==> src/rtl/pr_peak_phase.sv <==
// pr_peak_phase: channel-0 peak search with per-channel relative phase capture and result sequencer
module pr_peak_phase #(
    parameter int NSINK   = 3,
    parameter int MWIDTH  = 25,
    parameter int FFT     = 11,
    parameter int BIN_LO  = 1,
    parameter int BIN_HI  = 1023,
    parameter int BIN_HZ  = 9766,
    parameter int MAG_MIN = 0
) (
    input  logic              clk,
    input  logic              reset,
    input  logic              sink_valid,
    input  logic              sink_sop,
    input  logic              sink_eop,
    input  logic [MWIDTH-1:0] sink_mag,
    input  logic [15:0]       sink_phase,
    output logic              source_valid,
    output logic              source_sop,
    output logic              source_eop,
    output logic [2:0]        source_chan,
    output logic [23:0]       source_freq,
    output logic [MWIDTH-1:0] source_mag,
    output logic [15:0]       source_phase,
    output logic              source_found,
    output logic              error
);
    localparam int CW = $clog2(NSINK);
    localparam logic [FFT-1:0] LO = FFT'(BIN_LO);
    localparam logic [FFT-1:0] HI = FFT'(BIN_HI);
    localparam logic [FFT-1:0] LAST = '1;
    localparam logic [CW-1:0] LAST_CH = CW'(NSINK - 1);
    localparam logic [MWIDTH-1:0] MMIN = MWIDTH'(MAG_MIN);
    typedef enum logic [1:0] {IDLE, SEARCH, CAPTURE} state_t;
    state_t state_q, state_d;
    logic [FFT-1:0] bin_q, bin_d, cur_bin, best_bin_q, best_bin_d;
    logic [CW-1:0] chan_q, chan_d, seq_q, seq_d;
    logic [MWIDTH-1:0] best_mag_q, best_mag_d, out_mag_q, out_mag_d;
    logic [15:0] ref_q, ref_d;
    logic [15:0] slot_q [NSINK];
    logic [15:0] slot_d [NSINK];
    logic [15:0] out_slot_q [NSINK];
    logic [15:0] out_slot_d [NSINK];
    logic [23:0] out_freq_q, out_freq_d;
    logic out_found_q, out_found_d, error_q, error_d;
    logic err, start, do_search, do_capture, in_win;
    logic signed [16:0] diff, wrapped;
    always_comb begin
        cur_bin = sink_sop ? '0 : bin_q;
        bin_d = sink_valid ? cur_bin + 1'b1 : bin_q;
        // an eop must land exactly on the last bin, and the last bin must carry eop
        err = sink_valid && state_q != IDLE && ((sink_sop && bin_q != '0) || (sink_eop != (cur_bin == LAST)));
        start = sink_valid && sink_sop && (state_q == IDLE || err);
        do_search = start || (sink_valid && state_q == SEARCH && !err);
        do_capture = sink_valid && state_q == CAPTURE && !err;
        in_win = cur_bin >= LO && cur_bin <= HI;
        diff = {sink_phase[15], sink_phase} - {ref_q[15], ref_q};
        wrapped = diff > 17'sd25736 ? diff - 17'sd51472 : diff < -17'sd25736 ? diff + 17'sd51472 : diff;
        state_d = state_q;
        chan_d = chan_q;
        best_mag_d = start ? '0 : best_mag_q;
        best_bin_d = start ? LO : best_bin_q;
        ref_d = ref_q;
        slot_d = slot_q;
        out_slot_d = out_slot_q;
        out_mag_d = out_mag_q;
        out_freq_d = out_freq_q;
        out_found_d = out_found_q;
        error_d = err;
        seq_d = (seq_q == '0 || seq_q == LAST_CH) ? '0 : seq_q + 1'b1;
        if (do_search && in_win && (sink_mag > best_mag_d || cur_bin == LO)) begin
            best_mag_d = sink_mag;
            best_bin_d = cur_bin;
            ref_d = sink_phase;
        end
        if (do_capture && cur_bin == best_bin_q)
            slot_d[chan_q] = wrapped[15:0];
        if (err)
            state_d = IDLE;
        if (start) begin
            state_d = SEARCH;
            chan_d = '0;
        end else if (do_search && sink_eop) begin
            state_d = CAPTURE;
            chan_d = CW'(1);
        end else if (do_capture && sink_eop) begin
            chan_d = chan_q + 1'b1;
            if (chan_q == LAST_CH) begin
                state_d = IDLE;
                chan_d = '0;
                out_slot_d = slot_d;
                out_mag_d = best_mag_q;
                out_freq_d = 24'(32'(best_bin_q) * BIN_HZ);
                out_found_d = $signed({1'b0, best_mag_q}) >= $signed({1'b0, MMIN});
                seq_d = CW'(1);
            end
        end
    end
    always_ff @(posedge clk) begin
        if (reset) begin
            state_q <= IDLE;
            bin_q <= '0;
            chan_q <= '0;
            seq_q <= '0;
            best_bin_q <= '0;
            best_mag_q <= '0;
            ref_q <= '0;
            slot_q <= '{default: '0};
            out_slot_q <= '{default: '0};
            out_mag_q <= '0;
            out_freq_q <= '0;
            out_found_q <= 1'b0;
            error_q <= 1'b0;
        end else begin
            state_q <= state_d;
            bin_q <= bin_d;
            chan_q <= chan_d;
            seq_q <= seq_d;
            best_bin_q <= best_bin_d;
            best_mag_q <= best_mag_d;
            ref_q <= ref_d;
            slot_q <= slot_d;
            out_slot_q <= out_slot_d;
            out_mag_q <= out_mag_d;
            out_freq_q <= out_freq_d;
            out_found_q <= out_found_d;
            error_q <= error_d;
        end
    end
    assign source_valid = seq_q != '0;
    assign source_sop = seq_q == CW'(1);
    assign source_eop = seq_q == LAST_CH;
    assign source_chan = 3'(seq_q);
    assign source_freq = source_valid ? out_freq_q : '0;
    assign source_mag = source_valid ? out_mag_q : '0;
    assign source_phase = source_valid ? out_slot_q[seq_q] : '0;
    assign source_found = source_valid && out_found_q;
    assign error = error_q;
endmodule
==> config.mk <==
export PLATFORM = sky130hd
export DESIGN_NAME = pr_peak_phase
export DESIGN_NICKNAME = d
export VERILOG_FILES = /design/src/rtl/pr_peak_phase.sv
export SDC_FILE = /design/constraint.sdc
export NUM_CORES = 1
export LEC_CHECK = 0
export CAP_MARGIN = 20
export CORE_ASPECT_RATIO = 2
export CORE_MARGIN = 4
export CORE_UTILIZATION = 40
export CTS_CLUSTER_SIZE = 30
export DETAILED_ROUTE_END_ITERATION = 10
export SKIP_LAST_GASP = 1
export SYNTH_ARGS = -nofsm -noshare
export SYNTH_HDL_FRONTEND = slang
export SYNTH_SLANG_ARGS = --single-unit
==> constraint.sdc <==
create_clock -name clk -period 8.8 [get_ports clk]
set_input_delay 0.88 -clock clk [delete_from_list [all_inputs] [get_ports clk]]
set_output_delay 0.88 -clock clk [all_outputs]
set_load 0.005 [all_outputs]
Fig. 1: power grid
Scale bar: 50 um. Pins as bars on the die edge.
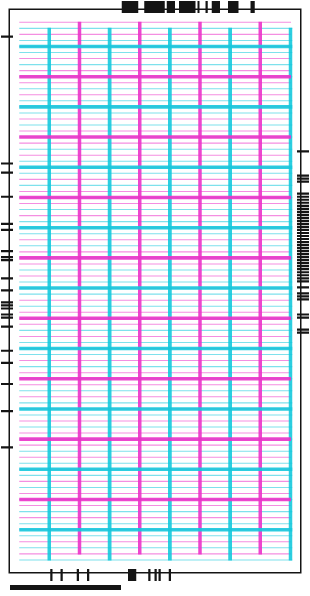
Key: VDD = magenta; VSS = cyan
90 met1 rails follow the rows. The core has 89 rows. 9 straps on met4. 17 straps on met5.

Fig. 2: placement by cell class
Scale bar: 50 um.
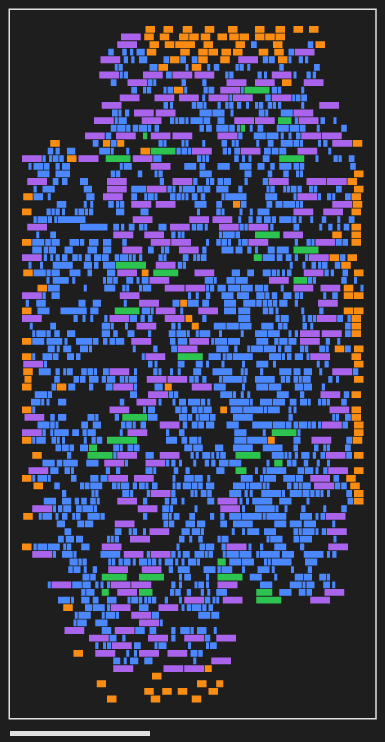
Key: remaining logic cells = blue [cells 1207, share of their area 59%]; registers = purple [cells 183, share of their area 27%]; remaining buffers and delay cells = orange [cells 129, share of their area 9.4%]; clock drivers and dummy loads = green [cells 31, share of their area 4.5%]

Fig. 3: clock network drawn from the DEF
Scale bar: 50 um.
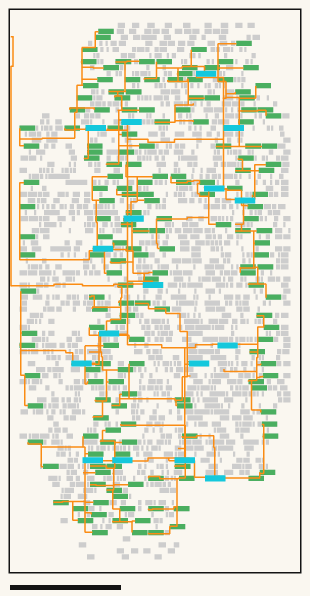
Key: clock-net drivers = cyan [count 17]; clock wires = orange [length 2640 um]; flip-flops = green [count 183]
Position of the flops: spread over the die. There are 18 routed clock nets.
clock share of power: 0.413
clk pwr: 804 uW
skew final: 0.009413 ns
Late-Pin Clk Latency: 0.45 ns

Fig. 4: signal wires by layer
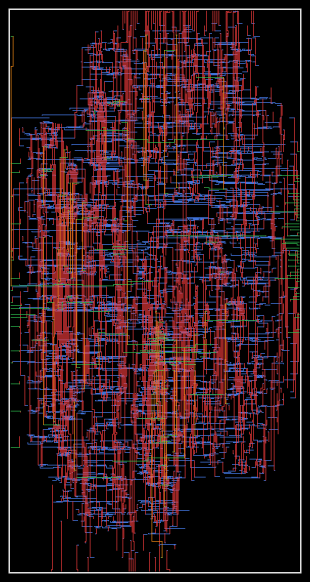
Key: M3 = green [wire length 963 um]; M1 = blue [wire length 11700 um]; M4 = orange [wire length 1680 um]; M2 = red [wire length 19300 um]
Detailed Route WL: 33.65 mm
DR vias: 10470
gr usage total: 0.2061
drt wl/cell: 17.58 um

Fig. 5: track usage over the die
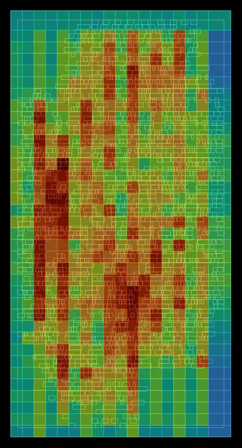
global-route met3 utilization: 0.03103
met2 GRT Util: 0.4081

==> flow_metrics.tcl <==
# place-and-route summary
set metrics [dict create \
    dp_cells 1882 \
    setup_viol 0 \
    async_flop_share 0 \
    die_w_um 130.5 \
    hpwl_mm 25.83 \
    htree_levels 4 \
    cts_sinks 183 \
    cpLargestDelayFamily "simple AND/OR/NAND/NOR gates" \
    cp_num_buf_inv 5 \
    clk_path_buf_depth 2 \
    yosysChipArea_um2 12010 \
    core_area_um2 29620 \
    syn_area_um2 12010 \
    antenna_left 0 \
    seq_area_frac_synth 0.3050 \
    cp.arrival_ns 5.68 \
    synth_cells 1482 \
    syn_to_final_growth_pct 16.22 \
    postCtsSetupRepairBufs 0 \
    outcome "finished, final reports clean" \
    lay_top_count "nand2_1" \
    grt_start_max_net_pins 82 \
    hold_viol_final 0 \
    tightest_slew_ns 0.8947 \
    fa_ha_area_frac 0.1585 \
    finalCritPeriodShare 0.6052 \
    top_cell_area_share 0.3050 \
    hp-class "reg2reg" \
    crit_required_ns 9.16 \
    floorplan.core_util 0.4055 \
    edf_count 0 \
    max_cap_violations 0 \
    ys_warn_count 0 \
    tns_ns 0 \
    crit_type "in2reg" \
    crit_chain "clkdlybuf4s50_1, buf_4, inv_1, nand2_1, inv_1, ha_1, nand3_1, nor4_2, a211o_1, o2111ai_1, nor3_1, and2_2, buf_4, nor2_1, a211oi_1" \
    grt_pass1_wl_mm 53.21 \
    drtIter0Drc 511 \
    final_nets 1723 \
    peakVddDrop_mv 0.1294 \
    clk_pin_slew_ns 0.07 \
]
[logic make-up after synthesis]
| group | after synthesis |
|---|---|
| buffers and inverters | 180 |
| adder cells (fa/ha/maj) | 139 |
| AND/OR/NAND/NOR | 571 |
| AND-OR/OR-AND | 337 |
| flip-flops | 183 |
| multiplexers | 29 |
| other | 1 |
| XOR/XNOR | 42 |
[layout make-up]
cell class,instances,area (um2)
fill,2938,15660
tap,364,455.4
timing repair buffer,129,1269
clock inverter,11,140.1
clock buffer,20,466.7
multi-input combinational,1120,7639
sequential,183,3664
inverter,87,326.6
[state kept, by name (all words and copies together), names as in the netlist]
register / flops
chan_q: 2
out_slot_q: 32
slot_q: 32
ref_q: 16
best_bin_q: 11
state_q: 2
bin_q: 11
out_mag_q: 25
seq_q: 2
error: 1
out_freq_q: 23
best_mag_q: 25
out_found_q: 1
[synthesized netlist by cell type, types with 19 or more instances]
cell and number:
nand2_1 216, dfxtp_1 183, a21oi_1 128, nor2_1 120, ha_1 117, inv_1 85
clkbuf_1 66, nor2b_1 63, nand3_1 47, xnor2_1 34, or2_2 29, mux2i_1 24
o21ai_0 24, a211oi_1 23, nor3_1 23, fa_1 22, buf_2 19
[per-layer routing]
metal  global-route usage  up-vias  routed length [um]
li1                     -     5230                   -
met1               0.1953     4919               11710
met2               0.4081      235               19300
met3              0.03103       88                 962
met4               0.1071        0                1679
met5                    0        -                   0
[tightest hold or removal path: stages (launching register included)]
cell and delay (ns):
dfxtp_1 0.31, nand2_1 0.05, a21oi_1 0.05
[path summary, 6_finish.rpt]
path / startpoint / endpoint / cells past startpoint
min reg2reg: out_freq_q[13] / out_freq_q[13] / 2
max reg2reg: best_bin_q[9] / out_freq_q[23] / 16
max: sink_sop / out_freq_q[7] / 15
min: out_freq_q[13] / out_freq_q[13] / 2
[where the power goes]
part	internal [mW]	switching, mW	leakage, nW
Sequential	0.834	0.00699	1.48
Combinational	0.111	0.191	3.59
Clock	0.446	0.358	0.298
Total	1.39	0.556	5.36
Power and IR drop assume default switching activity.
